--- src/rtl/sci_frame_gate.sv ---
// rtl/sci_frame_gate.sv - SCI receive frame gate with one-word hold buffer, sof/eof marking,
// length policing and per-frame status counters.
module sci_frame_gate #(
    parameter int DATA_W  = 8,
    parameter int MAX_LEN = 256,
    parameter int MIN_LEN = 1,
    parameter int CNT_W   = 16,
    parameter int LEN_W   = $clog2(MAX_LEN + 1)
) (
    input  logic              clk,
    input  logic              rst,
    input  logic              k,
    input  logic              valid_in,
    input  logic [DATA_W-1:0] din,
    output logic              valid,
    output logic [DATA_W-1:0] dout,
    output logic              sof,
    output logic              eof,
    output logic              frame_done,
    output logic              frame_err,
    output logic [1:0]        err_code,
    output logic [LEN_W-1:0]  frame_len,
    output logic [CNT_W-1:0]  frame_cnt,
    output logic [CNT_W-1:0]  err_cnt
);

    typedef enum logic [1:0] {
        IDLE = 2'd0,
        DATA = 2'd1,
        DROP = 2'd2
    } state_t;

    state_t             state_q, state_d;
    logic               k_q;
    logic [DATA_W-1:0]  hold_q, hold_d;
    logic               hold_full_q, hold_full_d;
    logic               first_q, first_d;
    logic [LEN_W-1:0]   len_q, len_d;
    logic               valid_q, valid_d;
    logic [DATA_W-1:0]  dout_q, dout_d;
    logic               sof_q, sof_d;
    logic               eof_q, eof_d;
    logic               done_q, done_d;
    logic               ferr_q, ferr_d;
    logic [1:0]         code_q, code_d;
    logic [LEN_W-1:0]   flen_q, flen_d;
    logic [CNT_W-1:0]   fcnt_q, fcnt_d;
    logic [CNT_W-1:0]   ecnt_q, ecnt_d;

    logic q, fall, rise;

    assign q    = valid_in && !k;
    assign fall = !k && k_q;
    assign rise = k && !k_q;

    always_comb begin
        state_d     = state_q;
        hold_d      = hold_q;
        hold_full_d = hold_full_q;
        first_d     = first_q;
        len_d       = len_q;
        valid_d     = 1'b0;
        dout_d      = dout_q;
        sof_d       = 1'b0;
        eof_d       = 1'b0;
        done_d      = 1'b0;
        ferr_d      = 1'b0;
        code_d      = 2'b00;
        flen_d      = flen_q;
        fcnt_d      = fcnt_q;
        ecnt_d      = ecnt_q;

        case (state_q)
            IDLE: begin
                if (fall) begin
                    state_d     = DATA;
                    first_d     = 1'b1;
                    len_d       = '0;
                    hold_full_d = 1'b0;
                    if (q) begin
                        hold_d      = din;
                        hold_full_d = 1'b1;
                        len_d       = LEN_W'(1);
                    end
                end
            end
            DATA: begin
                if (q) begin
                    if (len_q == LEN_W'(MAX_LEN)) begin
                        // Frame is full: close it out early with eof, then swallow the rest.
                        state_d     = DROP;
                        valid_d     = hold_full_q;
                        dout_d      = hold_q;
                        sof_d       = first_q;
                        eof_d       = hold_full_q;
                        hold_full_d = 1'b0;
                        first_d     = 1'b0;
                    end else begin
                        hold_d      = din;
                        hold_full_d = 1'b1;
                        len_d       = len_q + LEN_W'(1);
                        if (hold_full_q) begin
                            valid_d = 1'b1;
                            dout_d  = hold_q;
                            sof_d   = first_q;
                            first_d = 1'b0;
                        end
                    end
                end else if (rise) begin
                    state_d     = IDLE;
                    hold_full_d = 1'b0;
                    if (hold_full_q) begin
                        valid_d = 1'b1;
                        dout_d  = hold_q;
                        sof_d   = first_q;
                        eof_d   = 1'b1;
                    end
                    done_d = 1'b1;
                    flen_d = len_q;
                    if ((MIN_LEN > 0) && (32'(len_q) < 32'(MIN_LEN))) begin
                        ferr_d = 1'b1;
                        code_d = 2'b01;
                    end
                end
            end
            DROP: begin
                if (rise) begin
                    state_d = IDLE;
                    done_d  = 1'b1;
                    ferr_d  = 1'b1;
                    code_d  = 2'b10;
                    flen_d  = LEN_W'(MAX_LEN);
                end
            end
            default: state_d = IDLE;
        endcase

        if (done_d) begin
            fcnt_d = fcnt_q + CNT_W'(1);
            if (ferr_d && (ecnt_q != {CNT_W{1'b1}})) begin
                ecnt_d = ecnt_q + CNT_W'(1);
            end
        end
    end

    always_ff @(posedge clk or posedge rst) begin
        if (rst) begin
            state_q     <= IDLE;
            k_q         <= 1'b0;
            hold_q      <= '0;
            hold_full_q <= 1'b0;
            first_q     <= 1'b0;
            len_q       <= '0;
            valid_q     <= 1'b0;
            dout_q      <= '0;
            sof_q       <= 1'b0;
            eof_q       <= 1'b0;
            done_q      <= 1'b0;
            ferr_q      <= 1'b0;
            code_q      <= 2'b00;
            flen_q      <= '0;
            fcnt_q      <= '0;
            ecnt_q      <= '0;
        end else begin
            state_q     <= state_d;
            k_q         <= k;
            hold_q      <= hold_d;
            hold_full_q <= hold_full_d;
            first_q     <= first_d;
            len_q       <= len_d;
            valid_q     <= valid_d;
            dout_q      <= dout_d;
            sof_q       <= sof_d;
            eof_q       <= eof_d;
            done_q      <= done_d;
            ferr_q      <= ferr_d;
            code_q      <= code_d;
            flen_q      <= flen_d;
            fcnt_q      <= fcnt_d;
            ecnt_q      <= ecnt_d;
        end
    end

    assign valid      = valid_q;
    assign dout       = dout_q;
    assign sof        = sof_q;
    assign eof        = eof_q;
    assign frame_done = done_q;
    assign frame_err  = ferr_q;
    assign err_code   = code_q;
    assign frame_len  = flen_q;
    assign frame_cnt  = fcnt_q;
    assign err_cnt    = ecnt_q;

endmodule

--- config.mk ---
export PLATFORM = sky130hd
export DESIGN_NAME = sci_frame_gate
export DESIGN_NICKNAME = d
export VERILOG_FILES = /design/src/rtl/sci_frame_gate.sv
export SDC_FILE = /design/constraint.sdc
export NUM_CORES = 1
export LEC_CHECK = 0
export CORE_MARGIN = 4
export CORE_UTILIZATION = 52
export DETAILED_ROUTE_END_ITERATION = 12
export PLACE_DENSITY_LB_ADDON = 0.2
export SLEW_MARGIN = 25
export SYNTH_ARGS = -nofsm -noshare
export SYNTH_HDL_FRONTEND = slang
export SYNTH_SLANG_ARGS = --single-unit
--- constraint.sdc ---
create_clock -name clk -period 2.68 [get_ports clk]
set_clock_uncertainty 0.05 [all_clocks]
set_input_delay 0.402 -clock clk [delete_from_list [all_inputs] [get_ports clk]]
set_output_delay 0.402 -clock clk [all_outputs]
set_load 0.05 [all_outputs]
run_1/cell_classes.png
Fill, decap, tap and diode cells in gray.
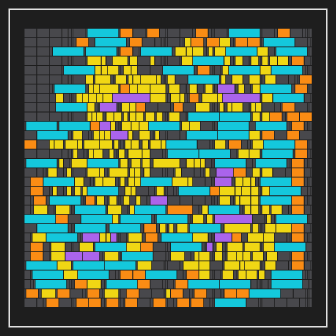
| class | color | cells | share of their area |
|---|---|---|---|
| clock drivers and dummy loads | purple | 16 | 5.3% |
| all other logic | yellow | 236 | 37% |
| flip-flops | cyan | 78 | 42% |
| other buffers and delay cells | orange | 76 | 16% |
Post-Route Utilization: 69.5%
Site Rows: 30
Final Cell Area: 4770 µm²

run_1/final_placement.png
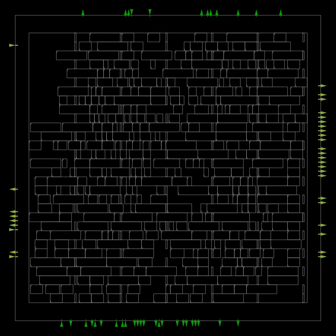
fin cells: 502
Tap Cells: 96

run_1/port_nets.png
Bar = 20 µm.
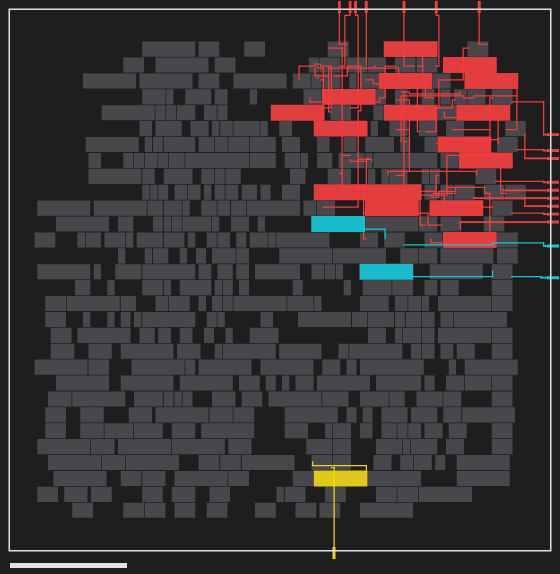
| port | color | direction | end cells | buffers | wire |
|---|---|---|---|---|---|
| `err_code` | cyan | output | 2 | 2 | 52.0 µm |
| `frame_cnt` | red | output | 16 | 16 | 649 µm |
| `frame_err` | yellow | output | 1 | 1 | 25.5 µm |
number of top-level design ports: 68
Port Buffers: 67

==> flow_metrics.tcl, run 1 <==
# flow metrics
set metrics [dict create \
    min-delay-path-class "input pin to asynchronous set/reset pin" \
    post_synth_fa_ha_maj_area_fraction_pct 2.70 \
    total_power_uw 4440 \
    synth.yosys.num_cells 323 \
    area.sequential_um2 1950 \
    totalNegativeSetupSlack_ns 0 \
    worst_r2r_startpoint "len_q[0]$_DFFE_PP0P_" \
    timing_worst_slew_pin_value_ns 0.678 \
    most_numerous_logic_cell_after_layout "sky130_fd_sc_hd__dfrtp_1" \
    drtIter0Drc 76 \
    simple_gate_area_share_pct 21.2 \
    global_route.usage.met3_pct 3.49 \
    synthesis.nets 343 \
    synthDominantAreaCellType "sky130_fd_sc_hd__dfrtp_1" \
    post-place-ws_ns 0.194 \
    clk_tree_root_cell "sky130_fd_sc_hd__clkbuf_8" \
    outcome "finished clean" \
    postSynthAreaPerCell_um2 11.5 \
    logic_area_um2 1670 \
    chipHeight_um 92.4 \
    avgViaCountPerCell 5.59 \
    clock-sinks 78 \
    place_inst 486 \
    timing.critical_path.cells "inv_1 > ha_1 > nor4bb_1 > buf_4 > a21oi_1 > o22ai_2 > mux2_2" \
    setup_violations 0 \
    cts_inserted_buffers 9 \
    top_cells_by_area "sky130_fd_sc_hd__dfrtp_1 53%, sky130_fd_sc_hd__mux2_2 5.8%, sky130_fd_sc_hd__xor2_1 4.5%" \
    worst_path_largest_cell_delay_ns 0.47 \
    cts_hold_buffers 0 \
    crit_slowest_cell "sky130_fd_sc_hd__dfrtp_1" \
    gpl.final_weighted_congestion 0.829 \
    worst_slack_ns 0.300 \
    worst_skew_pair.late_latency_ns 0.34 \
    synth_cells 323 \
    clk_pin_slew_worst_paths_ns 0.08 \
    combined_global_route_utilization_of_all_metal_layers_pct 19.8 \
    synth.area.mux_share_pct 6.59 \
    core_util_floorplan_pct 53.9 \
    grt_pass1_wl_um 13500 \
    core_area_um2 6870 \
    globalRoute.totalOverflow 0 \
    worst_slew_margin_rel_pct 54.8 \
    route.met2.wl_um 3910 \
    route.met3.wl_um 346 \
    grt_start_max_net_pins 45 \
    postSynth.topFlopCell "sky130_fd_sc_hd__dfrtp_1" \
    cts_post_setup_buffers_inserted 0 \
    enable_flop_cells 0 \
    final_layout_size_suffix_gt1_share_pct 15.3 \
    postRouteAntennaNets 0 \
    synth.yosys.chip_area_um2 3700 \
    arrival_time_worst_endpoint_ns 2.55 \
    setup.worst_path.start_class "flop" \
    worst_r2r_path_depth 7 \
    mappedNetlistArea_um2 3700 \
    endpoint_of_the_most_critical_register_to_register_path "dout[1]$_DFFE_PP0P_" \
    grt-busiest-layer "met2" \
    top_signal_layer_used "met4" \
    synth_sequential_area_ratio_pct 52.7 \
    setup.worst_path.start "len_q[0]$_DFFE_PP0P_" \
    chip_area_um2 8530 \
    post-route-min-period_ns 2.38 \
    max_clock_freq_mhz 420 \
    post_cts_resized 0 \
    synthAoiAreaFrac_pct 6.93 \
    detail_route.drc_violations 0 \
    tritoncts "done" \
    power_density_nw_per_um2 930 \
    area_growth_pct 28.9 \
    asyncSetResetFlopFracSynth_pct 100 \
    routed_wl_per_cell_um 15.6 \
    post_synth_main_logic_family "simple AND/OR/NAND/NOR gates" \
    power.ir.vdd_worst_mv 0.768 \
    ys_seq_elements 78 \
    global_route.usage.met1_pct 25.8 \
    lkg_pwr_uw 0.00208 \
    warning_count 30 \
    crit_fanout 9 \
    via_count 2805 \
    rsz0062_at_grt "false" \
    yosys_synthesis_warning_count 0 \
    met2_usage_grt_pct 32.7 \
]
==> run 1: area by class of cell <==
type                    instances  share of cell area (%)
clock buffers                  10                    2.88
clock inverters                 6                    2.28
inverters                       9                   0.708
multi-input cells             227                    35.0
flip-flops and latches         78                    40.9
well taps                      96                    2.52
repair buffers                 76                    15.7
==> run 1: sequential cells by signal, summed over array words and instances, names as in the netlist, 2 cells and up <==
name / cells
state_q: 2
hold_q: 8
frame_len: 9
frame_cnt: 16
len_q: 9
err_cnt: 16
err_code: 2
dout: 8
==> run 1: cells in the mapped netlist (2+ instances only) <==
cell type and count:
sky130_fd_sc_hd__dfrtp_1 78, sky130_fd_sc_hd__nand4_1 8, sky130_fd_sc_hd__nor4_2 8, sky130_fd_sc_hd__nand3b_1 2, sky130_fd_sc_hd__inv_1 9, sky130_fd_sc_hd__and2_1 3, sky130_fd_sc_hd__mux2i_1 3, sky130_fd_sc_hd__ha_1 8
sky130_fd_sc_hd__or4_1 2, sky130_fd_sc_hd__and4_1 4, sky130_fd_sc_hd__nand3_1 17, sky130_fd_sc_hd__clkbuf_1 5, sky130_fd_sc_hd__nor2_1 11, sky130_fd_sc_hd__nor3_1 7, sky130_fd_sc_hd__a21oi_1 6, sky130_fd_sc_hd__or3_1 2
sky130_fd_sc_hd__o21ai_1 2, sky130_fd_sc_hd__nor4_4 2, sky130_fd_sc_hd__xor2_1 19, sky130_fd_sc_hd__o21ai_0 12, sky130_fd_sc_hd__mux2_2 19, sky130_fd_sc_hd__buf_2 2, sky130_fd_sc_hd__o211ai_1 2, sky130_fd_sc_hd__nor2b_1 3
sky130_fd_sc_hd__nor4_1 9, sky130_fd_sc_hd__nand2_1 28, sky130_fd_sc_hd__o31ai_1 5, sky130_fd_sc_hd__nand2b_1 9, sky130_fd_sc_hd__xnor2_1 13, sky130_fd_sc_hd__and3_1 6, sky130_fd_sc_hd__buf_6 2
==> run 1: worst reg2reg max path, cell delays in order, from the launching register on <==
cell,delay [ns]
sky130_fd_sc_hd__dfrtp_1,0.47
sky130_fd_sc_hd__inv_1,0.14
sky130_fd_sc_hd__ha_1,0.15
sky130_fd_sc_hd__nor4bb_1,0.32
sky130_fd_sc_hd__buf_4,0.19
sky130_fd_sc_hd__a21oi_1,0.09
sky130_fd_sc_hd__o22ai_2,0.46
sky130_fd_sc_hd__mux2_2,0.41
==> run 1: power by group <==
part / total [µW] / internal (µW) / leakage (µW) / switching, µW
Clock: 1070 / 643 / 0.000126 / 425
Combinational: 1720 / 634 / 0.000923 / 1090
Sequential: 1650 / 1430 / 0.00103 / 219
Total: 4440 / 2710 / 0.00208 / 1730
==> run 1: worst min path at each step <==
| stage | end | cells after the start |
|---|---|---|
| after detailed placement | frame_cnt[15]$_DFFE_PP0P_ | 1 |
| after CTS | hold_q[0]$_DFFE_PP0P_ | 2 |
| after floorplan | k_q$_DFF_PP0_ | 0 |
| after global placement | frame_len[4]$_DFFE_PP0P_ | 2 |
| final | dout[2]$_DFFE_PP0P_ | 2 |
| after global routing | hold_q[0]$_DFFE_PP0P_ | 2 |
run_1/metal_stack.png
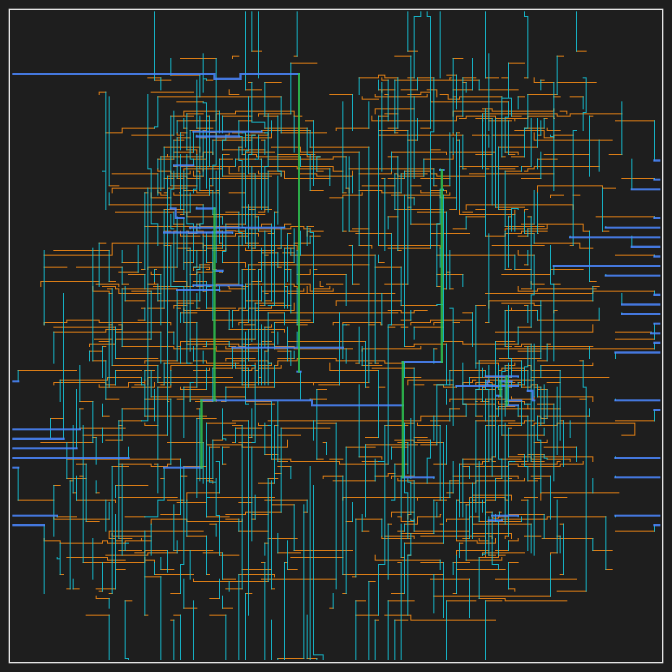

==> run 2: changes to the inputs <==
--- a/config.mk
+++ b/config.mk
@@ -8,6 +8,7 @@
 export CORE_MARGIN = 4
 export CORE_UTILIZATION = 52
 export DETAILED_ROUTE_END_ITERATION = 12
+export GPL_ROUTABILITY_DRIVEN = 0
 export PLACE_DENSITY_LB_ADDON = 0.2
 export SLEW_MARGIN = 25
 export SYNTH_ARGS = -nofsm -noshare
==> constraint.sdc (replaced) <==
create_clock -name clk -period 2.3 [get_ports clk]
set_clock_uncertainty 0.05 [all_clocks]
set_input_delay 0.345 -clock clk [delete_from_list [all_inputs] [get_ports clk]]
set_output_delay 0.345 -clock clk [all_outputs]
set_load 0.05 [all_outputs]
run_2/metal_stack.png
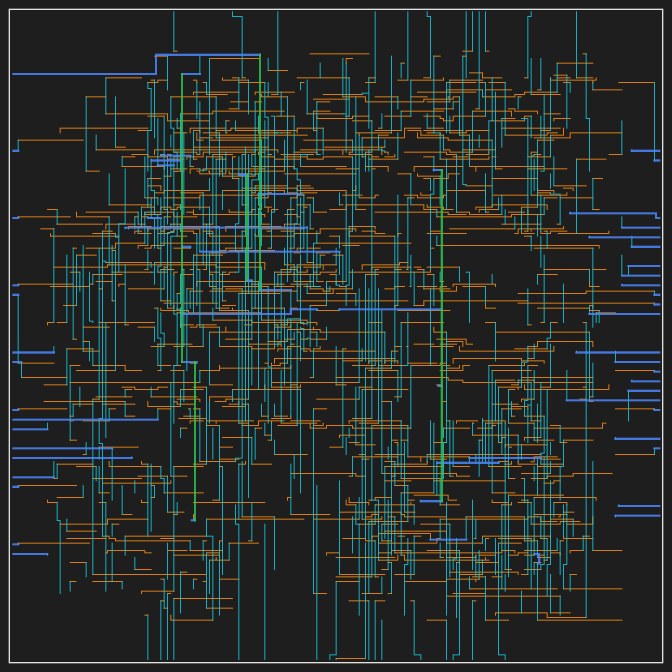
| layer | color | wire length |
|---|---|---|
| met4 | green | 158 µm |
| met3 | blue | 379 µm |
| met2 | cyan | 3760 µm |
| met1 | orange | 3460 µm |
overall via count from detail_route: 2807
Routed WL per cell: 15.2 µm
detailed-route wire length: 7770 µm

==> run 2 against run 1 <==
Setup slack worse by 0.15 ns. Critical endpoint is now len_q[7]$_DFFE_PP0P_. Largest cell class unchanged. Critical path type unchanged. Cell count is 1.8% higher. Design area is 1.7% higher. Highest routed layer unchanged. Combinational power is 26% higher. Non-clock buffer count is 10 higher.
==> flow_metrics.tcl, run 2 <==
# flow metrics
set metrics [dict create \
    outcome "finished clean" \
    clk_pin_slew_worst_paths_ns 0.07 \
    site_rows 30 \
    postSynth.topFlopCell "sky130_fd_sc_hd__dfrtp_1" \
    setup_violations 0 \
    final_layout_size_suffix_gt1_share_pct 17.6 \
    grt_start_max_net_pins 79 \
    n_antenna_cell 0 \
    cts_inserted_buffers 9 \
    synthTopCellsByCount "78 x sky130_fd_sc_hd__dfrtp_1, 28 x sky130_fd_sc_hd__nand2_1, 19 x sky130_fd_sc_hd__mux2_2, 19 x sky130_fd_sc_hd__xor2_1, 17 x sky130_fd_sc_hd__nand3_1" \
    tritoncts "done" \
    max_clock_freq_mhz 466 \
    endpoint_of_the_most_critical_register_to_register_path "len_q[7]$_DFFE_PP0P_" \
    finalCritPeriodShare_pct 93.4 \
    utilization_pct 70.7 \
    warning_count 30 \
    crit_path_end_kind "flop" \
    die-width_um 92.4 \
    synthesis.nets 343 \
    crit_fanout 6 \
    maxCapViolCount 0 \
    core_util_floorplan_pct 53.9 \
    timing.critical_path.cells "inv_1 > ha_2 > mux2i_2 > or4_4 > or4_1 > o21ai_1" \
    worst_path_largest_cell_delay_ns 0.55 \
    power.ir.vdd_worst_mv 0.746 \
    detailedPlacementHpwl_um 5500 \
    netlist.top_cell.by_instances "sky130_fd_sc_hd__dfrtp_1" \
    post-route-min-period_ns 2.15 \
    top_logic_cells_by_instance_count_in_the_layout "78 x sky130_fd_sc_hd__dfrtp_1, 67 x sky130_fd_sc_hd__clkdlybuf4s50_1, 28 x sky130_fd_sc_hd__nand2_1, 19 x sky130_fd_sc_hd__xor2_1, 19 x sky130_fd_sc_hd__mux2_2" \
    cts_post_setup_buffers_inserted 0 \
    drtIter0Drc 112 \
    grt_pass1_wl_um 13300 \
    cp_num_cells 6 \
    antenna_found_initial 0 \
    combined_global_route_utilization_of_all_metal_layers_pct 19.4 \
    chip_area_um2 8530 \
    area_growth_pct 31.1 \
    detail_route.drc_violations 0 \
    globalRoute.totalOverflow 0 \
    top_cells_by_area "sky130_fd_sc_hd__dfrtp_1 53%, sky130_fd_sc_hd__mux2_2 5.8%, sky130_fd_sc_hd__xor2_1 4.5%" \
    r2r_setup_slack_ns 0.15 \
    mappedNetlistArea_um2 3700 \
    timing.final.hold_violations 0 \
    synth_cells 323 \
    ys_seq_elements 78 \
    worst_slack_ns 0.152 \
    post-place-ws_ns 0.0166 \
    clock-sinks 78 \
    timing_worst_slew_pin_value_ns 0.534 \
    firstDrtPassIters 4 \
    cpLargestDelayFamily "simple AND/OR/NAND/NOR gates" \
    setup.worst_path.start_class "flop" \
    pin_count 68 \
    synth.yosys.chip_area_um2 3700 \
    enable_flop_cells 0 \
    synthDominantAreaCellType "sky130_fd_sc_hd__dfrtp_1" \
    avgViaCountPerCell 5.49 \
    crit_path_end "len_q[7]$_DFFE_PP0P_" \
    lkg_pwr_uw 0.00212 \
    totalNegativeSetupSlack_ns 0 \
    core_area_um2 6870 \
    asyncSetResetFlopFracSynth_pct 100 \
    worst_skew_pair.late_latency_ns 0.35 \
    clk_tree_root_cell "sky130_fd_sc_hd__clkbuf_8" \
    finalNetCount 431 \
    worst_r2r_startpoint "state_q[0]$_DFFE_PP0P_" \
    total_power_uw 5240 \
    yosys.area.top_type_share_pct 52.7 \
    yosys_synthesis_warning_count 0 \
    crit_slowest_cell "sky130_fd_sc_hd__or4_4" \
    htreeDepth 3 \
    setup.worst_path.start "state_q[0]$_DFFE_PP0P_" \
    most_numerous_logic_cell_after_layout "sky130_fd_sc_hd__dfrtp_1" \
    timing.critical_path.buf_inv 1 \
    first_global_vias 2777 \
    postRouteAntennaNets 0 \
    crit_required_ns 2.52 \
    critical_path_class "flop to flop" \
    power_density_nw_per_um2 1080 \
    chipHeight_um 92.4 \
    rsz0062_at_grt "false" \
    arrival_time_worst_endpoint_ns 2.37 \
    min-delay-path-class "input pin to asynchronous set/reset pin" \
    synth.lib_cells_used.distinct 48 \
    slew_violations 0 \
    clk_path_buf_depth 2 \
    synth.yosys.num_cells 323 \
    postSynthAreaPerCell_um2 11.5 \
    worst_r2r_path_depth 6 \
    worst_slew_margin_rel_pct 64.4 \
    portBuffers 67 \
    synth_sequential_area_ratio_pct 52.7 \
]
run_2/port_nets.png
Bar = 20 µm.
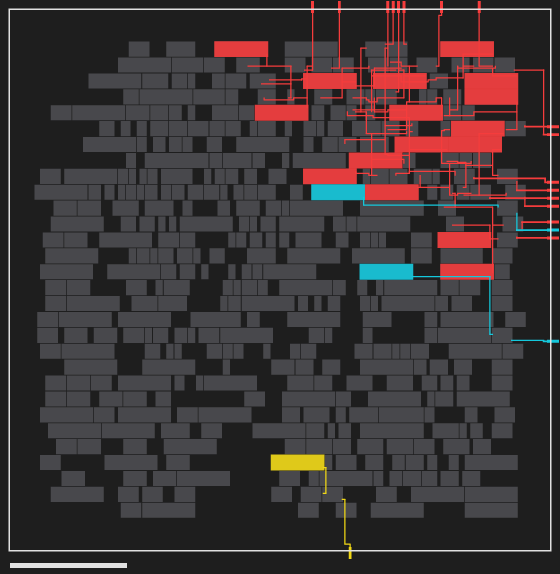
| port | color | direction | end cells | buffers | wire |
|---|---|---|---|---|---|
| `err_code` | cyan | output | 2 | 2 | 62.9 µm |
| `frame_cnt` | red | output | 16 | 16 | 588 µm |
| `frame_err` | yellow | output | 1 | 1 | 15.1 µm |

-- run 2: cell counts after synthesis --
Identical to the previous run, type by type.
-- run 2: what timing repair did --
| action | 4_1_cts | 5_1_grt |
|---|---|---|
| gates resized | 0 | 4 |
| endpoints found under the setup margin | 0 | 10 |
| hold buffers | 0 | 0 |
-- run 2: worst min-delay path by stage --
stage / start / cells past startpoint / to / slack, ns
after floorplan: k / 0 / k_q$_DFF_PP0_ / 0.33
after global placement: frame_cnt[15]$_DFFE_PP0P_ / 1 / frame_cnt[15]$_DFFE_PP0P_ / 0.41
after detailed placement: frame_cnt[15]$_DFFE_PP0P_ / 1 / frame_cnt[15]$_DFFE_PP0P_ / 0.41
after CTS: rst / 3 / frame_cnt[12]$_DFFE_PP0P_ / 0.42
after global routing: rst / 3 / err_cnt[12]$_DFFE_PP0P_ / 0.46
final: rst / 3 / frame_cnt[15]$_DFFE_PP0P_ / 0.41
-- run 2: report_power, final --
part,internal [µW],switching (µW),total [µW]
registers,1670,202,1870
clock network,715,494,1210
logic,832,1330,2170
-- run 2: tightest hold or removal path, stage by stage --
cell,delay (ns)
sky130_fd_sc_hd__clkdlybuf4s50_1,0.44
sky130_fd_sc_hd__clkinvlp_4,0.10
sky130_fd_sc_hd__buf_12,0.34
-- run 2: final cells by class --
class / count / area (µm²)
Clock inverter: 6 / 111
Sequential cell: 78 / 1950
Multi-Input combinational cell: 227 / 1680
Inverter: 9 / 37.5
Tap cell: 96 / 120
Fill cell: 540 / 2020
Clock buffer: 9 / 124
Timing Repair Buffer: 86 / 826
-- run 2: cell families (layout without fill, tap and decap cells) --
group	count (synthesis)	count (layout)	share of synthesized area, %
and+or+nand+nor	127	127	21.2
DFF	78	78	52.7
AOI/OAI and AO/OA	38	38	6.93
xor gates and xnor gates	32	32	7.57
muxes	22	22	6.59
buffers and inverters	18	110	2.30
adders and majority gates	8	8	2.70
-- run 2: metrics by stage --
step	instance area [µm²]	hold WS (ns)	std cells
2_1_floorplan	3710	0.326	323
3_3_place_gp	4600	0.411	496
3_5_place_dp	4600	0.414	496
4_1_cts	4840	0.423	511
5_1_grt	4850	0.460	511
6_report	4850	0.413	511
-- run 2: layer usage --
metal,wire length (µm),GRT usage [%],share of wire (%)
met1,3460,25.2,45
met2,3760,31.5,48
met3,379,3.66,4.9
met4,158,9.03,2.0
met5,0,0,0
==> run 3: changes to the inputs <==
--- a/config.mk
+++ b/config.mk
@@ -10,6 +10,7 @@
 export DETAILED_ROUTE_END_ITERATION = 12
 export GPL_ROUTABILITY_DRIVEN = 0
 export PLACE_DENSITY_LB_ADDON = 0.2
+export SKIP_LAST_GASP = 1
 export SLEW_MARGIN = 25
 export SYNTH_ARGS = -nofsm -noshare
 export SYNTH_HDL_FRONTEND = slang
run_3/metal_stack.png
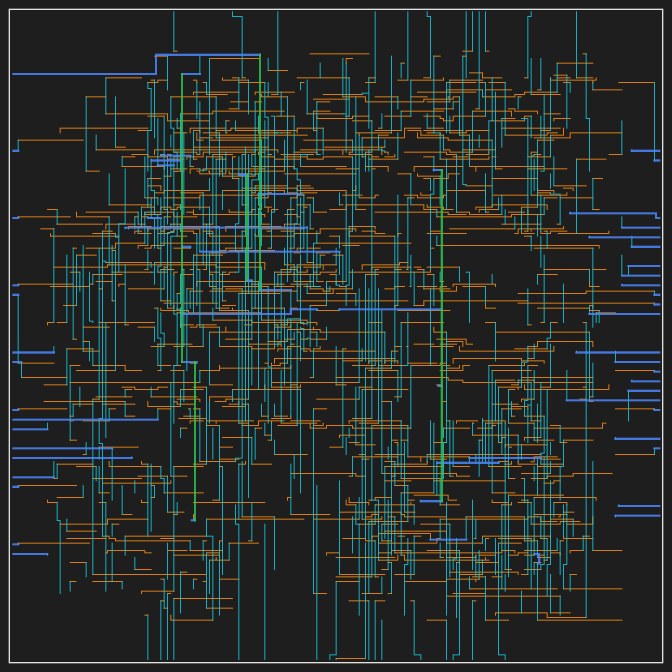
| layer | color | wire length |
|---|---|---|
| met2 | cyan | 3760 µm |
| met1 | orange | 3460 µm |
| met3 | blue | 379 µm |
| met4 | green | 158 µm |
combined global-route utilization of all metal layers: 19.4%

==> run 3 against run 2 <==
Via count did not move. Worst hold slack did not move. Sequential share of layout area did not move. Non-clock buffer count did not move. Critical path type unchanged. Largest cell class unchanged. Highest routed layer unchanged.
==> flow_metrics.tcl, run 3 <==
# flow metrics
set metrics [dict create \
    synth_sequential_area_ratio_pct 52.7 \
    worst_r2r_startpoint "state_q[0]$_DFFE_PP0P_" \
    antenna_found_initial 0 \
    post_dp_cell_area_um2 4600 \
    postRouteAntennaNets 0 \
    site_rows 30 \
    chipHeight_um 92.4 \
    postSynthAreaPerCell_um2 11.5 \
    via_count 2807 \
    r2r_setup_slack_ns 0.15 \
    synthesis.nets 343 \
    grt_start_max_net_pins 79 \
    routed_wl_um 7770 \
    firstDrtPassIters 4 \
    core_area_um2 6870 \
    synth.area.mux_share_pct 6.59 \
    max_clock_freq_mhz 466 \
    avgViaCountPerCell 5.49 \
    timing.final.hold_violations 0 \
    lkg_pwr_uw 0.00212 \
    tritoncts "done" \
    synth_cells 323 \
    worst_slack_ns 0.152 \
    totalNegativeSetupSlack_ns 0 \
    crit_fanout 6 \
    netlist.top_cell.by_instances "sky130_fd_sc_hd__dfrtp_1" \
    setup_violations 0 \
    post-route-min-period_ns 2.15 \
    most_numerous_logic_cell_after_layout "sky130_fd_sc_hd__dfrtp_1" \
    clk_pin_slew_worst_paths_ns 0.07 \
    post-place-ws_ns 0.0166 \
    first_global_vias 2777 \
    worst_skew_pair.late_latency_ns 0.35 \
    warning_count 30 \
    power_density_nw_per_um2 1080 \
    maxCapViolCount 0 \
    crit_path_end "len_q[7]$_DFFE_PP0P_" \
    synth.yosys.chip_area_um2 3700 \
    clk_tree_root_cell "sky130_fd_sc_hd__clkbuf_8" \
    clk_path_buf_depth 2 \
    final_layout_size_suffix_gt1_share_pct 17.6 \
    chip_area_um2 8530 \
    pin_count 68 \
    post_synth_main_logic_family "simple AND/OR/NAND/NOR gates" \
    synthTopCellsByCount "78 x sky130_fd_sc_hd__dfrtp_1, 28 x sky130_fd_sc_hd__nand2_1, 19 x sky130_fd_sc_hd__mux2_2, 19 x sky130_fd_sc_hd__xor2_1, 17 x sky130_fd_sc_hd__nand3_1" \
    portBuffers 67 \
    area_growth_pct 31.1 \
    post_synth_fa_ha_maj_area_fraction_pct 2.70 \
    detailedPlacementHpwl_um 5500 \
    top_cells_by_area "sky130_fd_sc_hd__dfrtp_1 53%, sky130_fd_sc_hd__mux2_2 5.8%, sky130_fd_sc_hd__xor2_1 4.5%" \
    synthDominantAreaCellType "sky130_fd_sc_hd__dfrtp_1" \
    synth.lib_cells_used.distinct 48 \
    critical_path_class "flop to flop" \
    arrival_time_worst_endpoint_ns 2.37 \
    finalNetCount 431 \
    postSynth.topFlopCell "sky130_fd_sc_hd__dfrtp_1" \
    synthAoiAreaFrac_pct 6.93 \
    simple_gate_area_share_pct 21.2 \
    die-width_um 92.4 \
    asyncSetResetFlopFracSynth_pct 100 \
    synth.yosys.num_cells 323 \
    finalCritPeriodShare_pct 93.4 \
    globalRoute.totalOverflow 0 \
    power.ir.vdd_worst_mv 0.746 \
    synth_xor_xnor_area_share_pct 7.57 \
    top_logic_cells_by_instance_count_in_the_layout "78 x sky130_fd_sc_hd__dfrtp_1, 67 x sky130_fd_sc_hd__clkdlybuf4s50_1, 28 x sky130_fd_sc_hd__nand2_1, 19 x sky130_fd_sc_hd__xor2_1, 19 x sky130_fd_sc_hd__mux2_2" \
    outcome "finished clean" \
    yosys_synthesis_warning_count 0 \
    cts_inserted_buffers 9 \
    worst_slew_margin_rel_pct 64.4 \
    clock-sinks 78 \
    crit_required_ns 2.52 \
    post_layout_nonfiller_instances 511 \
    crit_path_end_kind "flop" \
    worst_r2r_path_depth 6 \
    core_util_floorplan_pct 53.9 \
    timing_worst_slew_pin_value_ns 0.534 \
    routed_wl_per_cell_um 15.2 \
    drtIter0Drc 112 \
    grt_pass1_wl_um 13300 \
    slew_violations 0 \
    setup.worst_path.start "state_q[0]$_DFFE_PP0P_" \
    setup.worst_path.start_class "flop" \
    place_inst 496 \
    htreeDepth 3 \
    min-delay-path-class "input pin to asynchronous set/reset pin" \
    yosys.area.top_type_share_pct 52.7 \
    endpoint_of_the_most_critical_register_to_register_path "len_q[7]$_DFFE_PP0P_" \
    detail_route.drc_violations 0 \
    rsz0062_at_grt "false" \
    ys_seq_elements 78 \
    enable_flop_cells 0 \
    n_antenna_cell 0 \
    mappedNetlistArea_um2 3700 \
]
run_3/cell_classes.png
Fill, decap, tap and diode cells in gray.
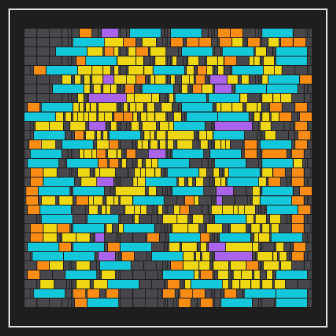
| class | color | cells | share of their area |
|---|---|---|---|
| flip-flops | cyan | 78 | 41% |
| other buffers and delay cells | orange | 86 | 17% |
| clock drivers and dummy loads | purple | 15 | 5.0% |
| all other logic | yellow | 236 | 36% |
Post-Route Utilization: 70.7%
Final Cell Area: 4850 µm²

## run 3: cell families (layout without fill, tap and decap cells)
kind of cell             after synthesis  count (layout)
flip-flops                            78              78
buffers and inverters                 18             110
AND-OR/OR-AND                         38              38
multiplexers                          22              22
AND/OR/NAND/NOR                      127             127
adder cells (fa/ha/maj)                8               8
XOR/XNOR                              32              32
## run 3: per-layer routing
metal	global-route usage, %	routed length [µm]
met5	0	0
met3	3.66	379
met4	9.03	158
met1	25.2	3460
met2	31.5	3760
## run 3: how the worst min path moves through the flow
stage                                          from                   endpoint  slack, ns  cells past startpoint
after global routing                            rst    err_cnt[12]$_DFFE_PP0P_       0.46                      3
after detailed placement  frame_cnt[15]$_DFFE_PP0P_  frame_cnt[15]$_DFFE_PP0P_       0.41                      1
after floorplan                                   k              k_q$_DFF_PP0_       0.33                      0
after global placement    frame_cnt[15]$_DFFE_PP0P_  frame_cnt[15]$_DFFE_PP0P_       0.41                      1
after CTS                                       rst  frame_cnt[12]$_DFFE_PP0P_       0.42                      3
final                                           rst  frame_cnt[15]$_DFFE_PP0P_       0.41                      3
## run 3: critical path, stage by stage, from the launching register on
cell and delay [ns]:
sky130_fd_sc_hd__dfrtp_1 0.42, sky130_fd_sc_hd__inv_1 0.12, sky130_fd_sc_hd__ha_2 0.25, sky130_fd_sc_hd__mux2i_2 0.12
sky130_fd_sc_hd__or4_4 0.55, sky130_fd_sc_hd__or4_1 0.48, sky130_fd_sc_hd__o21ai_1 0.09
## run 3: layout make-up
| cell class | instances | area, µm² |
|---|---|---|
| Timing Repair Buffer | 86 | 826 |
| Clock inverter | 6 | 111 |
| Inverter | 9 | 37.5 |
| Fill cell | 540 | 2020 |
| Sequential cell | 78 | 1950 |
| Tap cell | 96 | 120 |
| Multi-Input combinational cell | 227 | 1680 |
| Clock buffer | 9 | 124 |
## run 3: metrics by stage
step	total power (µW)	hold slack [ns]	util [%]
floorplan	3350	0.326	-
global placement	3970	0.411	67.0
detailed placement	4020	0.414	67.0
CTS	5250	0.423	70.4
global route	5550	0.460	70.7
finish	5240	0.413	70.7
## run 3: repair_timing
item | CTS | global route
hold buffers | 0 | 0
endpoints found under the setup margin | 0 | 10
resized | 0 | 4
setup buffers | 0 | 0
## run 3: report_power, final
part | switching [µW] | leakage (µW) | internal [µW]
logic | 1330 | 0.000971 | 832
registers | 202 | 0.00103 | 1670
clock network | 494 | 0.000115 | 715
total | 2030 | 0.00212 | 3210
Power and IR drop assume default switching activity.
